## src/rtl/reg_pkg.sv

```systemverilog
// Shared definitions for the storage-register readback serializer.
package reg_pkg;
  localparam int WORD_W = 16;

  typedef enum logic [1:0] {
    IDLE  = 2'd0,
    SHIFT = 2'd1,
    DONE  = 2'd2
  } ser_state_t;
endpackage

```

## src/rtl/bit_tick.sv

```systemverilog
// Bit-rate divider: free-runs 0..CLK_DIV-1 and flags the terminal count.
module bit_tick #(
  parameter int CLK_DIV = 4
) (
  input  logic clock,
  input  logic reset,
  input  logic clear,
  output logic tick
);
  localparam logic [7:0] TERM = 8'(CLK_DIV - 1);

  logic [7:0] cnt_q, cnt_d;

  assign tick = (cnt_q == TERM);

  always_comb begin
    cnt_d = cnt_q + 8'd1;
    if (clear || tick) cnt_d = '0;
  end

  always_ff @(posedge clock or negedge reset) begin
    if (!reset) cnt_q <= '0;
    else        cnt_q <= cnt_d;
  end
endmodule

```

## src/rtl/reg_word_serializer.sv

```systemverilog
// Captures readword on start and shifts it out MSB-first, CLK_DIV cycles per bit,
// framed by sframe and closed by a one-cycle done pulse.
module reg_word_serializer
  import reg_pkg::*;
#(
  parameter int WIDTH   = WORD_W,
  parameter int CLK_DIV = 4
) (
  input  logic             clock,
  input  logic             reset,
  input  logic             start,
  input  logic [WIDTH-1:0] readword,
  output logic             busy,
  output logic             sframe,
  output logic             sdata,
  output logic             done
);
  localparam int BCW = (WIDTH > 1) ? $clog2(WIDTH) : 1;

  ser_state_t       state_q, state_d;
  logic [WIDTH-1:0] shift_q, shift_d;
  logic [BCW-1:0]   bcnt_q, bcnt_d;
  logic             busy_q, busy_d;
  logic             sframe_q, sframe_d;
  logic             done_q, done_d;
  logic             tick;

  // Divider is held at zero outside SHIFT so every frame starts on a full bit.
  bit_tick #(.CLK_DIV(CLK_DIV)) u_tick (
    .clock (clock),
    .reset (reset),
    .clear (state_q != SHIFT),
    .tick  (tick)
  );

  always_ff @(posedge clock or negedge reset) begin
    if (!reset) begin
      state_q  <= IDLE;
      shift_q  <= '0;
      bcnt_q   <= '0;
      busy_q   <= 1'b0;
      sframe_q <= 1'b0;
      done_q   <= 1'b0;
    end else begin
      state_q  <= state_d;
      shift_q  <= shift_d;
      bcnt_q   <= bcnt_d;
      busy_q   <= busy_d;
      sframe_q <= sframe_d;
      done_q   <= done_d;
    end
  end

  always_comb begin
    state_d = state_q;
    shift_d = shift_q;
    bcnt_d  = bcnt_q;
    case (state_q)
      IDLE: begin
        if (start) begin
          shift_d = readword;
          bcnt_d  = BCW'(WIDTH - 1);
          state_d = SHIFT;
        end
      end
      SHIFT: begin
        if (tick) begin
          if (bcnt_q != '0) begin
            shift_d = {shift_q[WIDTH-2:0], 1'b0};
            bcnt_d  = bcnt_q - BCW'(1);
          end else begin
            state_d = DONE;
          end
        end
      end
      DONE:    state_d = IDLE;
      default: state_d = IDLE;
    endcase
  end

  // Flags are decoded from the next state so they leave the flops with the state.
  always_comb begin
    busy_d   = (state_d != IDLE);
    sframe_d = (state_d == SHIFT);
    done_d   = (state_d == DONE);
  end

  assign busy   = busy_q;
  assign sframe = sframe_q;
  assign done   = done_q;
  assign sdata  = sframe_q & shift_q[WIDTH-1];
endmodule

```

## config.mk

```make
export PLATFORM = sky130hd
export DESIGN_NAME = reg_word_serializer
export DESIGN_NICKNAME = d
export VERILOG_FILES = /design/src/rtl/reg_pkg.sv /design/src/rtl/bit_tick.sv /design/src/rtl/reg_word_serializer.sv
export SDC_FILE = /design/constraint.sdc
export NUM_CORES = 1
export LEC_CHECK = 0
export ABC_CLOCK_PERIOD_IN_PS = 5200
export CAP_MARGIN = 20
export CORE_UTILIZATION = 50
export CTS_BUF_LIST = sky130_fd_sc_hd__clkbuf_2 sky130_fd_sc_hd__clkbuf_4 sky130_fd_sc_hd__clkbuf_8
export CTS_CLUSTER_SIZE = 40
export DETAILED_ROUTE_END_ITERATION = 8
export GPL_ROUTABILITY_DRIVEN = 0
export PLACE_DENSITY = 0.74
export SYNTH_ARGS = -nofsm -noshare
export SYNTH_HDL_FRONTEND = slang
export SYNTH_SLANG_ARGS = --single-unit
export TNS_END_PERCENT = 5
```

## constraint.sdc

```tcl
create_clock -name clock -period 5.2 [get_ports clock]
set_clock_uncertainty 0.1 [all_clocks]
set_input_delay 0.78 -clock clock [delete_from_list [all_inputs] [get_ports clock]]
set_output_delay 0.78 -clock clock [all_outputs]
set_load 0.05 [all_outputs]
```

**Run 1: routing congestion map**

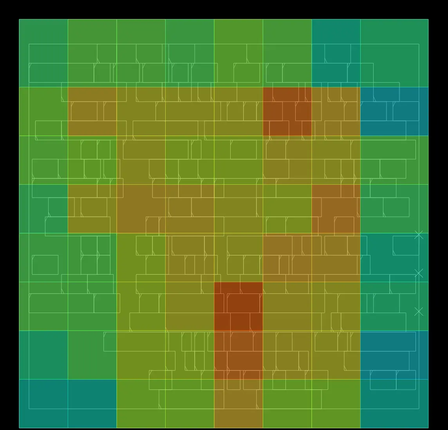
GR Layer Usage met2: 30.9%
most used routing layer in global routing: met2

**Run 1: signal wires on met1**

Bar = 20 um. Supply wires on this layer in grey. Cells faint in the background.
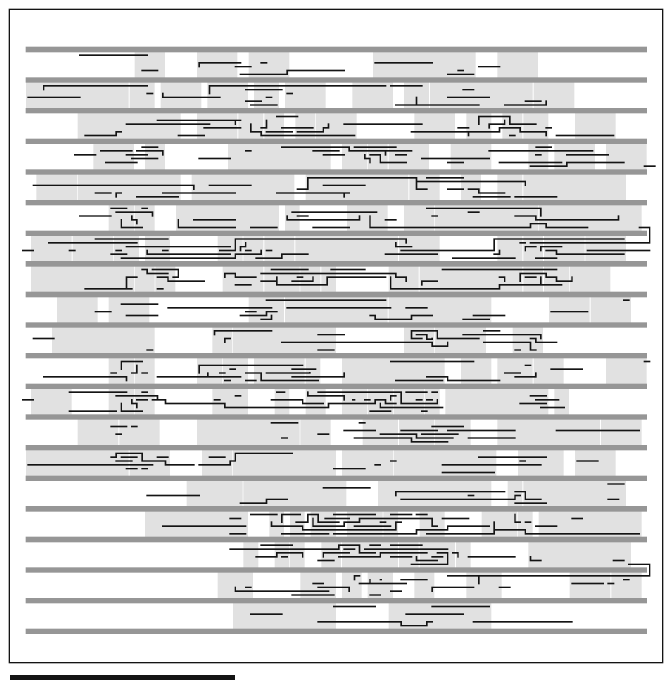
nets with wire on the layer: 160
longest straight run: 17.9 um
main direction: horizontal
share of all routed wire: 48%
wire length on this layer: 1350 um
count of vias placed by the detailed router: 1140
Routed WL: 2830 um
met1 demand-to-capacity share in global routing: 26.1%

**Run 1: routed metal, one colour a layer**

Two of the layers only.
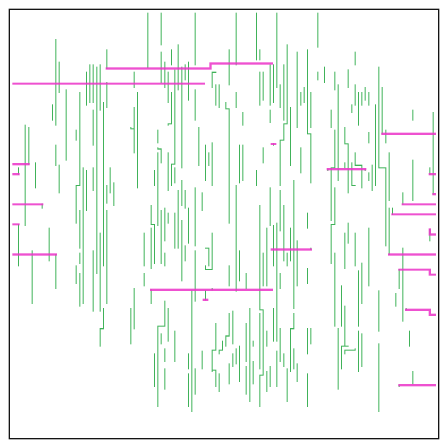
| colour | layer | wire length |
|---|---|---|
| magenta | M3 | 130 um |
| green | M2 | 1290 um |
global routing usage summed across all routing layers: 20.2%
WL/cell: 14.5 um

**Run 1: wires at chosen ports, followed through buffers**

Bar = 20 um.
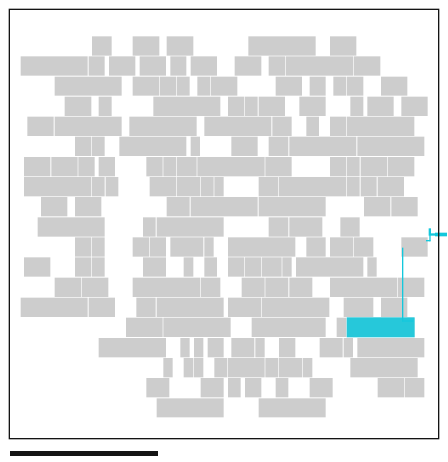
| colour | port | bits | direction | edge | end cells | buffers | wire |
|---|---|---|---|---|---|---|---|
| cyan | busy | 1 | output | east | 1 | 1 | 14.6 um |
count of input and output buffers: 22
I/O pin count: 23

==> flow report, run 1 <==
===============================================================================================
Area leader, netlist ............................................................. sky130_fd_sc_hd__dfrtp_1
Clock input transition at the sequential cells of the worst setup and hold paths .        90 ps
Core area ........................................................................ 0.00285 mm^2
Post-route setup TNS .............................................................         0 ps
Category of cells accounting for the largest share of critical-path delay ........ AND-OR/OR-AND gates
RSZ-0062 raised after global routing .............................................        false
Data arrival time of the critical path ...........................................      2730 ps
Proportion of register bits with asynchronous set or reset after synthesis .......         100%
Longest individual stage delay on the worst path .................................       500 ps
Standard cell with the maximum stage delay on the critical path .................. sky130_fd_sc_hd__or4b_4
Detailed placement HPWL ..........................................................      1910 um
Horizontal extent of the die .....................................................      57.9 um
Maximum net fanout on the critical path ..........................................           20
Fraction of final layout cells with drive strength greater than 1 ................        9.76%
Number of warning messages in the logs ...........................................           26
Hold-fix buffer count after cts ..................................................            0
Post-layout minimum cycle time ...................................................      2610 ps
Max-slew headroom ................................................................        50.0%
Cell Rows ........................................................................           19
Antenna cells ....................................................................            0
Final number of max-transition violations ........................................            0
Final net count ..................................................................          185
Maximum number of pins on one net before global-route repair .....................           34
Synthesized chip area reported by yosys .......................................... 0.00156 mm^2
Number of unique standard cell types used by synthesis ...........................           27
Worst min path class ............................................................. flop to flop
Cell with the most instances after synthesis ..................................... sky130_fd_sc_hd__dfrtp_1
Outcome .......................................................................... complete, but fails checks
Area occupied by registers .......................................................     826 um^2
DRC violations left ..............................................................            3
Starting Density .................................................................        54.8%
Top area cell types .............................................................. sky130_fd_sc_hd__dfrtp_1 53%, sky130_fd_sc_hd__mux2i_1 9.6%, sky130_fd_sc_hd__a31oi_1 7.2%
Setup-violating endpoint count in the final report ...............................            0
Most frequent logic cell in the layout ........................................... sky130_fd_sc_hd__dfrtp_1
Most frequent cells after synthesis .............................................. 33 x sky130_fd_sc_hd__dfrtp_1, 18 x sky130_fd_sc_hd__a31oi_1, 17 x sky130_fd_sc_hd__a21oi_1, 15 x sky130_fd_sc_hd__mux2i_1, 9 x sky130_fd_sc_hd__nor2_1
Antenna violations before repair .................................................            0
Number of gates resized after CTS ................................................            0
Failing checks ................................................................... design-rule violations
Crit path cell chain ............................................................. ha_1 -> or4b_4 -> o41ai_4 -> buf_6 -> buf_4 -> nand2_1 -> a32o_1
===============================================================================================
-- run 1: routing by layer --
layer	routed length [um]	vias up	part of all wire [%]	global-route usage, %
met3	129	6	4.6	6.70
met5	0	-	0	0
met2	1290	23	46	30.9
met4	59	0	2.1	9.18
li1	-	564	-	-
met1	1350	547	48	26.1
-- run 1: report_power, final --
group          leakage, nW  internal, mW  switching (mW)
logic                0.496         0.159           0.192
registers            0.375         0.350          0.0710
clock network       0.0348        0.0690          0.0801
total                0.905         0.579           0.343
-- run 1: final cells by class --
type / count / area share [%]
Clock buffer: 7 / 3.14
Inverter: 5 / 1.00
Multi-Input combinational cell: 92 / 35.7
Sequential cell: 33 / 44.1
Tap cell: 31 / 2.07
Timing Repair Buffer: 27 / 14.0
-- run 1: registers in the layout, indices dropped and copies added, names as in the netlist --
register and cells:
u_tick.cnt_q 8, shift_q 16, done 1, state_q 2
bcnt_q 4, busy 1, sframe 1
-- run 1: per-stage QoR --
stage	setup WS, ps	instance area, um^2	hold WS (ps)
2_1_floorplan	3190	1560	324
3_3_place_gp	2330	1800	334
3_5_place_dp	2230	1800	368
4_1_cts	2190	1860	381
5_1_grt	2470	1870	391
6_report	2590	1870	389
-- run 1: worst paths after layout --
| kind | depth (start not counted) | endpoint |
|---|---|---|
| max | 7 | shift_q[0]$_DFFE_PN0P_ |
| min | 1 | u_tick.cnt_q[0]$_DFF_PN0_ |
| max reg2reg | 7 | shift_q[0]$_DFFE_PN0P_ |
| min reg2reg | 1 | u_tick.cnt_q[0]$_DFF_PN0_ |
| max in group asynchronous | 2 | bcnt_q[3]$_DFFE_PN0P_ |
| min in group asynchronous | 2 | u_tick.cnt_q[7]$_DFF_PN0_ |
-- run 1: worst register-to-register path, cell delays in order (launching register included) --
cell                      delay [ps]
sky130_fd_sc_hd__dfrtp_1         390
sky130_fd_sc_hd__ha_1            240
sky130_fd_sc_hd__or4b_4          500
sky130_fd_sc_hd__o41ai_4         470
sky130_fd_sc_hd__buf_6           250
sky130_fd_sc_hd__buf_4           240
sky130_fd_sc_hd__nand2_1         100
sky130_fd_sc_hd__a32o_1          210
-- run 1: cells by family after synthesis --
kind of cell	share of synthesized area (%)
flops	52.8
xor+xnor	3.36
fa+ha+maj	1.60
mux	9.61
compound gates	18.2
buf+inv	5.04
simple gates	9.37
==> run 2, diff against run 1 <==
Settings changed: ABC_CLOCK_PERIOD_IN_PS 5200 to 2700.
Clock period 5.2 ns to 2.7 ns, I/O delays scaled along.
**Run 2: routing congestion map**

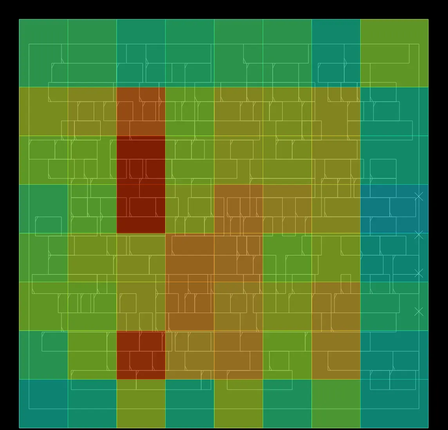
final core utilization: 66.4%
WL/cell: 14.5 um
GR Layer Usage met2: 29.7%
GRT met3 Usage: 6.70%
met1 demand-to-capacity share in global routing: 25.4%

==> flow report, run 2 <==
===============================================================================================
Outcome .......................................................................... complete, but fails checks   unchanged
Failing checks ................................................................... design-rule violations   unchanged
Global routing usage summed across all routing layers ............................        19.5%   was 20.2%
Sink count of the clock tree .....................................................           33   unchanged
Most frequent logic cell in the layout ........................................... sky130_fd_sc_hd__dfrtp_1   unchanged
Detailed placement HPWL ..........................................................      1910 um   about the same
Maximum number of pins on one net before global-route repair .....................           34   unchanged
Antenna cells ....................................................................            0   unchanged
Number of synthesized register bits ..............................................           33   unchanged
Clock input transition at the sequential cells of the worst setup and hold paths .       100 ps   was 90 ps
CTS tree .........................................................................         done   unchanged
Top area cell types .............................................................. sky130_fd_sc_hd__dfrtp_1 53%, sky130_fd_sc_hd__mux2i_1 9.6%, sky130_fd_sc_hd__a31oi_1 7.2%   unchanged
Post-layout minimum cycle time ...................................................      2190 ps   was 2610 ps
Cell Area, Synth ................................................................. 0.00156 mm^2   unchanged
Longest individual stage delay on the worst path .................................       510 ps   was 500 ps
Standard cell with the maximum stage delay on the critical path .................. sky130_fd_sc_hd__or4b_4   unchanged
Vias in the first global route ...................................................         1054   was 1086
Worst setup path startpoint ...................................................... u_tick.cnt_q[0]$_DFF_PN0_   unchanged
Number of gates resized after CTS ................................................            0   unchanged
Main synth FF type ............................................................... sky130_fd_sc_hd__dfrtp_1   unchanged
Number of warning messages in the logs ...........................................           26   unchanged
Area leader, netlist ............................................................. sky130_fd_sc_hd__dfrtp_1   unchanged
Share of synthesized cell area in and-or and or-and compound cells ...............        18.2%   unchanged
Post-Synthesis Mean Instance Area ................................................    11.1 um^2   unchanged
XORs/XNORs by Area ...............................................................        3.36%   unchanged
Cell Rows ........................................................................           19   unchanged
Synthesized chip area reported by yosys .......................................... 0.00156 mm^2   unchanged
Number of enable-type register cells in the synthesized netlist ..................            0   unchanged
Number of unique standard cell types used by synthesis ...........................           27   unchanged
Die span in y ....................................................................      57.9 um   unchanged
Proportion of register bits with asynchronous set or reset after synthesis .......         100%   unchanged
Registers with the most flip-flops ............................................... shift_q (16), u_tick.cnt_q (8), bcnt_q (4)   unchanged
Post-placement cell area ......................................................... 0.00182 mm^2   was 0.00180 mm^2
Global-route wire length before repair ...........................................      4820 um   was 4920 um
Post-synth mux share .............................................................        9.61%   unchanged
Dominant combinational family .................................................... AND-OR/OR-AND gates   unchanged
Setup-violating endpoint count in the final report ...............................            0   unchanged
Final number of max-transition violations ........................................            0   unchanged
Final net count ..................................................................          187   was 185
Post-route setup TNS .............................................................         0 ps   unchanged
Fraction of final layout cells with drive strength greater than 1 ................        11.4%   was 9.76%
RSZ-0062 raised after global routing .............................................        false   unchanged
Worst min path class ............................................................. primary input to asynchronous set/reset pin   was flop to flop
Hold-fix buffer count after cts ..................................................            0   unchanged
Max-slew headroom ................................................................        55.6%   was 50.0%
Category of cells accounting for the largest share of critical-path delay ........ simple AND/OR/NAND/NOR gates   was AND-OR/OR-AND gates
Area fraction in full adders, half adders and majority gates .....................        1.60%   unchanged
Post-Layout Inst Area ............................................................ 0.00189 mm^2   was 0.00187 mm^2
I/O pin count ....................................................................           23   unchanged
Starting Density .................................................................        54.8%   unchanged
Total power per unit cell area ...................................................  956 mW/mm^2   was 493 mW/mm^2
DRC violations left ..............................................................            4   was 3
Core area ........................................................................ 0.00285 mm^2   unchanged
Antenna violations before repair .................................................            0   unchanged
Most frequent cells after synthesis .............................................. 33 x sky130_fd_sc_hd__dfrtp_1, 18 x sky130_fd_sc_hd__a31oi_1, 17 x sky130_fd_sc_hd__a21oi_1, 15 x sky130_fd_sc_hd__mux2i_1, 9 x sky130_fd_sc_hd__nor2_1   unchanged
Crit path cell chain ............................................................. ha_1 -> or4b_4 -> o41ai_4 -> buf_4 -> nand2_1 -> a32o_1   was ha_1 -> or4b_4 -> o41ai_4 -> buf_6 -> buf_4 -> nand2_1 -> a32o_1
Maximum net fanout on the critical path ..........................................           24   was 20
AND/OR/NAND/NOR Cells, Area Fraction .............................................        9.37%   unchanged
Max FFs per register .............................................................           16   unchanged
Cell count after placement .......................................................          190   was 187
Origin of the critical flop-to-flop path ......................................... u_tick.cnt_q[0]$_DFF_PN0_   unchanged
Yosys cell count .................................................................          141   unchanged
Measured slew at the worst slew-check pin ........................................       660 ps   was 748 ps
Cell with the most instances after synthesis ..................................... sky130_fd_sc_hd__dfrtp_1   unchanged
Top register by number of flip-flops .............................................      shift_q   unchanged
Horizontal extent of the die .....................................................      57.9 um   unchanged
Count of input and output buffers ................................................           22   unchanged
Data arrival time of the critical path ...........................................      2310 ps   was 2730 ps
===============================================================================================
**Run 2: signal wires on met1**

Bar = 20 um. Supply wires on this layer in grey. Cells faint in the background.
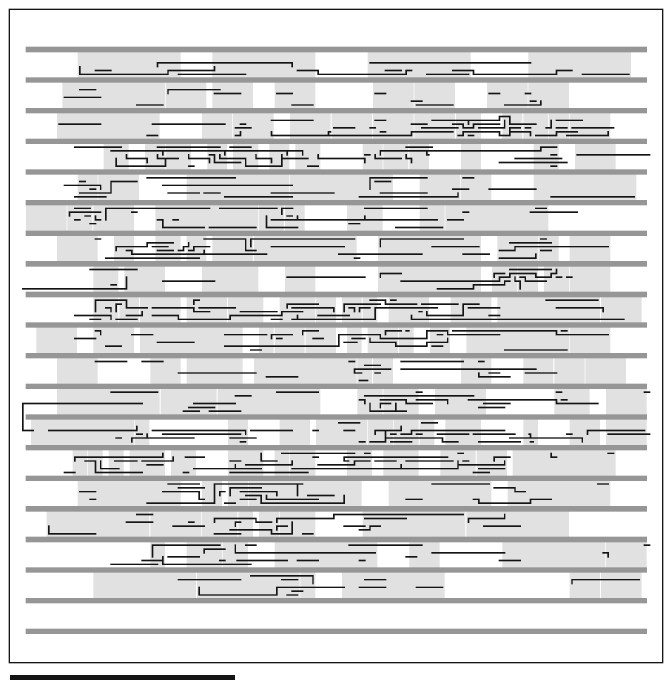
longest straight run: 18.9 um
share of all routed wire: 48%
wire length on this layer: 1370 um
nets with wire on the layer: 166
main direction: horizontal
count of vias placed by the detailed router: 1144
Routed WL: 2870 um

## run 2: netlist changes by cell type in the layout (fill, tap and decap cells not counted), sizes merged
cell | before | now
buf | 5 | 7
clkinv | 0 | 1
## run 2: logic make-up (layout without fill, tap and decap cells)
kind of cell             Yosys count  count (layout)
AND-OR/OR-AND                     43              43
flip-flops                        33              33
AND/OR/NAND/NOR                   26              26
buffers and inverters             16              42
multiplexers                      15              15
XOR/XNOR                           6               6
adder cells (fa/ha/maj)            2               2
## run 2: per-stage QoR
stage                     power [mW]  setup WS (ps)  util, %  hold WS, ps
after floorplan                 1.33            686        -         9.41
after global placement          1.47            619     63.9          335
after detailed placement        1.51            532     63.9          353
after CTS                       1.83            524     66.4          366
after global routing            1.95            408     66.4          394
final                           1.81            515     66.4          359
## run 2: layer usage
| metal | global-route usage (%) | routed length (um) | vias up |
|---|---|---|---|
| li1 | - | - | 574 |
| met1 | 25.4 | 1370 | 533 |
| met2 | 29.7 | 1300 | 29 |
| met3 | 6.70 | 140 | 8 |
| met4 | 8.16 | 63 | 0 |
| met5 | 0 | 0 | - |
## run 2: layout make-up
cell class | count | area [um^2]
fill | 246 | 960
sequential | 33 | 826
multi-input combinational | 92 | 667
timing repair buffer | 29 | 273
clock buffer | 7 | 65.1
tap | 31 | 38.8
inverter | 5 | 18.8
clock inverter | 1 | 5.00
## run 2: path summary, 6_finish.rpt
| check | end | slack, ps | cells after the start |
|---|---|---|---|
| max in group asynchronous | shift_q[11]$_DFFE_PN0P_ | 1840 | 2 |
| worst min register to register | u_tick.cnt_q[0]$_DFF_PN0_ | 360 | 1 |
| worst max register to register | shift_q[0]$_DFFE_PN0P_ | 510 | 6 |
| worst max-delay path | shift_q[0]$_DFFE_PN0P_ | 510 | 6 |
| worst min-delay path | done$_DFF_PN0_ | 360 | 2 |
| min in group clock | u_tick.cnt_q[0]$_DFF_PN0_ | 360 | 1 |
## run 2: report_power, final
part / switching, mW / internal [mW]
Clock: 0.160 / 0.151
Combinational: 0.375 / 0.309
Sequential: 0.141 / 0.675
Total: 0.675 / 1.13
## run 2: worst register-to-register path, cell delays in order (launching register included)
cell and delay, ps:
sky130_fd_sc_hd__dfrtp_1 380, sky130_fd_sc_hd__ha_1 230, sky130_fd_sc_hd__or4b_4 510, sky130_fd_sc_hd__o41ai_4 240, sky130_fd_sc_hd__buf_4 300, sky130_fd_sc_hd__nand2_1 100
sky130_fd_sc_hd__a32o_1 210
==> run 3, diff against run 2 <==
Settings changed: ABC_CLOCK_PERIOD_IN_PS 2700 to 1780, PLACE_DENSITY 0.74 to 0.77.
Clock period 2.7 ns to 1.78 ns, I/O delays scaled along.
**Run 3: signal wires on met1**

Bar = 20 um. Supply wires on this layer in grey. Cells faint in the background.
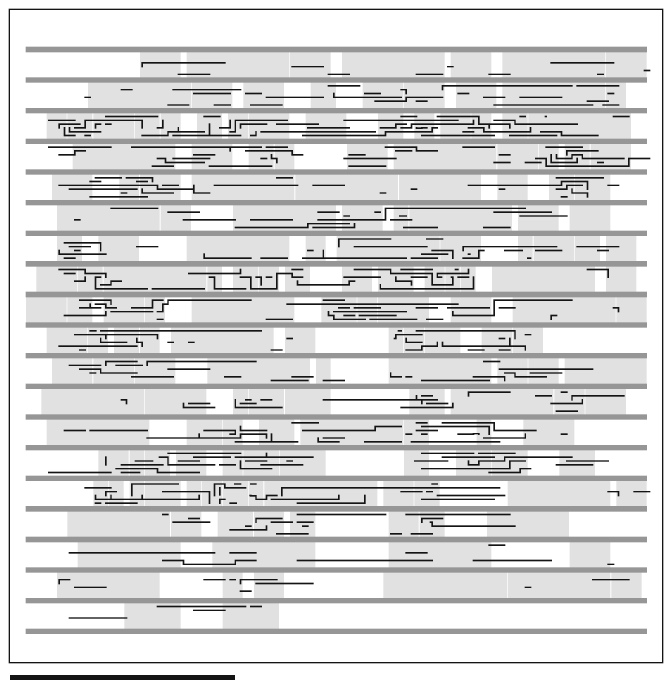
share of all routed wire: 44%
longest straight run: 19.3 um
nets with wire on the layer: 170
count of vias placed by the detailed router: 1207
met1 demand-to-capacity share in global routing: 24.6%

==> flow report, run 3 <==
===============================================================================================
Synthesized chip area reported by yosys .......................................... 0.00156 mm^2   unchanged
Top area cell types .............................................................. sky130_fd_sc_hd__dfrtp_1 53%, sky130_fd_sc_hd__mux2i_1 9.6%, sky130_fd_sc_hd__a31oi_1 7.2%   unchanged
RSZ-0062 raised after global routing .............................................         true   was false
Outcome .......................................................................... complete, but fails checks   unchanged
Pint .............................................................................      1.98 mW   was 1.13 mW
Global-route wire length before repair ...........................................      5040 um   was 4820 um
Cell with the most instances after synthesis ..................................... sky130_fd_sc_hd__dfrtp_1   unchanged
Registers with the most flip-flops ............................................... shift_q (16), u_tick.cnt_q (8), bcnt_q (4)   unchanged
Data arrival time of the critical path ...........................................      2180 ps   was 2310 ps
Maximum number of pins on one net before global-route repair .....................           40   was 34
Sink count of the clock tree .....................................................           33   unchanged
Cell Rows ........................................................................           19   unchanged
Horizontal extent of the die .....................................................      57.9 um   unchanged
Max-slew headroom ................................................................        72.9%   was 55.6%
Yosys cell count .................................................................          141   unchanged
CTS tree .........................................................................         done   unchanged
Fraction of final layout cells with drive strength greater than 1 ................        18.4%   was 11.4%
Most frequent cells after synthesis .............................................. 33 x sky130_fd_sc_hd__dfrtp_1, 18 x sky130_fd_sc_hd__a31oi_1, 17 x sky130_fd_sc_hd__a21oi_1, 15 x sky130_fd_sc_hd__mux2i_1, 9 x sky130_fd_sc_hd__nor2_1   unchanged
Number of synthesized register bits ..............................................           33   unchanged
Main synth FF type ............................................................... sky130_fd_sc_hd__dfrtp_1   unchanged
Total power per unit cell area ................................................... 1520 mW/mm^2   was 956 mW/mm^2
Proportion of register bits with asynchronous set or reset after synthesis .......         100%   unchanged
Worst min path class ............................................................. primary input to asynchronous set/reset pin   unchanged
Failing checks ................................................................... design-rule violations, negative setup slack   was design-rule violations
Core area ........................................................................ 0.00285 mm^2   unchanged
Clock input transition at the sequential cells of the worst setup and hold paths .       100 ps   about the same
Global routing usage summed across all routing layers ............................        20.2%   was 19.5%
Reported net switching power .....................................................      1.07 mW   was 0.675 mW
Drt first pass iters .............................................................            6   unchanged
Post-layout minimum cycle time ...................................................      2020 ps   was 2190 ps
Starting Density .................................................................        54.8%   unchanged
Portion of total power attributed to combinational logic .........................        40.3%   was 37.7%
Maximum net fanout on the critical path ..........................................           10   was 24
Post-place setup slack ...........................................................      -241 ps   was 532 ps
Top register by number of flip-flops .............................................      shift_q   unchanged
Routed WL ........................................................................      2990 um   was 2870 um
Chip footprint ................................................................... 0.00335 mm^2   unchanged
Post-Layout Inst Area ............................................................ 0.00201 mm^2   was 0.00189 mm^2
Number of enable-type register cells in the synthesized netlist ..................            0   unchanged
Most frequent logic cell in the layout ........................................... sky130_fd_sc_hd__dfrtp_1   unchanged
Power share of the sequential group ..............................................        40.2%   was 45.1%
Vias in the first global route ...................................................         1124   was 1054
Final number of max-transition violations ........................................            0   unchanged
Setup-violating endpoint count in the final report ...............................           30   was 0
Cell Area, Synth ................................................................. 0.00156 mm^2   unchanged
Max FFs per register .............................................................           16   unchanged
Antenna cells ....................................................................            0   unchanged
Root Buffer ...................................................................... sky130_fd_sc_hd__clkbuf_4   unchanged
Tally of filler cells in the layout ..............................................          212   was 246
Clock share of power .............................................................        19.5%   was 17.2%
Post-Route Hold Slack ............................................................       222 ps   was 359 ps
Cell count after placement .......................................................          195   was 190
Die span in y ....................................................................      57.9 um   unchanged
Cell leakage power ...............................................................     0.983 nW   was 0.919 nW
Post-Synthesis Mean Instance Area ................................................    11.1 um^2   unchanged
DRC violations left ..............................................................            3   was 4
I/O pin count ....................................................................           23   unchanged
Sw Share .........................................................................        35.1%   was 37.3%
Post-placement cell area ......................................................... 0.00189 mm^2   was 0.00182 mm^2
Number of warning messages in the logs ...........................................           29   was 26
Setup ws final ...................................................................      -235 ps   was 515 ps
Measured slew at the worst slew-check pin ........................................       407 ps   was 660 ps
Final net count ..................................................................          194   was 187
Antenna violations before repair .................................................            0   unchanged
Number of unique standard cell types used by synthesis ...........................           27   unchanged
WL/cell ..........................................................................      14.6 um   was 14.5 um
Count of input and output buffers ................................................           22   unchanged
===============================================================================================
**Run 3: register map, names as in the netlist**

Bar = 20 um. Other sequential cells in the stronger grey, the rest of the logic in the fainter grey.
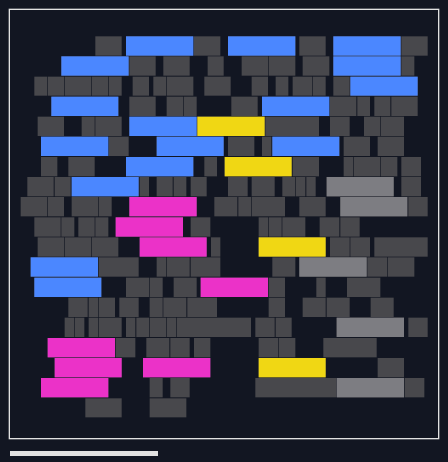
| colour | netlist name | sequential cells |
|---|---|---|
| magenta | u_tick.cnt_q | 8 |
| blue | shift_q | 16 |
| yellow | bcnt_q | 4 |
not coloured: 5
register fraction of the total cell area: 41.2%
final core utilization: 70.3%
area occupied by registers: 826 um^2
P_seq: 1.22 mW

-- run 3: per-layer routing --
metal / global-route usage, % / vias up / share of wire [%]
met1: 24.6 / 586 / 44
met3: 6.03 / 7 / 5.0
met4: 7.14 / 0 / 1.7
met2: 34.2 / 26 / 49
li1: - / 588 / -
met5: 0 / - / 0
-- run 3: worst paths after layout --
kind / from / slack (ps) / cells after the start / endpoint
hold reg to reg: shift_q[0]$_DFFE_PN0P_ / 410 / 1 / shift_q[0]$_DFFE_PN0P_
setup reg to reg: u_tick.cnt_q[0]$_DFF_PN0_ / -240 / 7 / shift_q[14]$_DFFE_PN0P_
min in group clock: shift_q[0]$_DFFE_PN0P_ / 410 / 1 / shift_q[0]$_DFFE_PN0P_
hold / removal: reset / 220 / 2 / busy$_DFF_PN0_
setup / recovery: u_tick.cnt_q[0]$_DFF_PN0_ / -240 / 7 / shift_q[14]$_DFFE_PN0P_
max in group asynchronous: reset / 1060 / 2 / u_tick.cnt_q[6]$_DFF_PN0_
-- run 3: through the flow --
step	utilization (%)	total power, mW	TNS [ps]
floorplan	-	2.02	-5880
global placement	66.2	2.33	-2200
detailed placement	66.2	2.41	-4940
CTS	69.8	3.05	-4760
global route	70.3	3.27	-7080
finish	70.3	3.05	-4660
-- run 3: power groups by stage --
stage | combinational, mW | sequential (mW) | clock (mW)
after global placement | 1.11 | 1.22 | 0
final | 1.23 | 1.22 | 0.595
after detailed placement | 1.17 | 1.24 | 0
after floorplan | 0.822 | 1.20 | 0
after global routing | 1.37 | 1.26 | 0.646
after CTS | 1.21 | 1.22 | 0.614
-- run 3: cells by family (layout without fill, tap and decap cells) --
group           count (synthesis)  in the layout  synth area share [%]
buf+inv                        16             49                  5.04
compound gates                 43             43                  18.2
simple gates                   26             26                  9.37
fa+ha+maj                       2              2                  1.60
mux                            15             15                  9.61
flops                          33             33                  52.8
xor+xnor                        6              6                  3.36
-- run 3: final cells by class --
| cell class | count | area (um^2) | share of cell area (%) |
|---|---|---|---|
| Sequential cell | 33 | 826 | 41.2 |
| Clock inverter | 1 | 30.0 | 1.50 |
| Timing Repair Buffer | 36 | 360 | 18.0 |
| Inverter | 5 | 18.8 | 0.936 |
| Multi-Input combinational cell | 92 | 673 | 33.6 |
| Clock buffer | 7 | 58.8 | 2.93 |
| Tap cell | 31 | 38.8 | 1.93 |
-- run 3: what timing repair did --
item / in CTS / in global routing
pin swaps: 0 / 2
resized: 2 / 2
setup buffers: 1 / 1
setup endpoints to repair: 30 / 32
hold buffers: 0 / 0
cloned: 0 / 0
-- run 3: critical path, cell delays in order, from the launching register on --
cell,delay (ps)
sky130_fd_sc_hd__dfrtp_1,370
sky130_fd_sc_hd__ha_2,190
sky130_fd_sc_hd__or4b_4,480
sky130_fd_sc_hd__o41ai_4,280
sky130_fd_sc_hd__buf_6,200
sky130_fd_sc_hd__buf_12,120
sky130_fd_sc_hd__a21oi_1,60
sky130_fd_sc_hd__a31oi_1,140
Power and IR drop assume default switching activity.
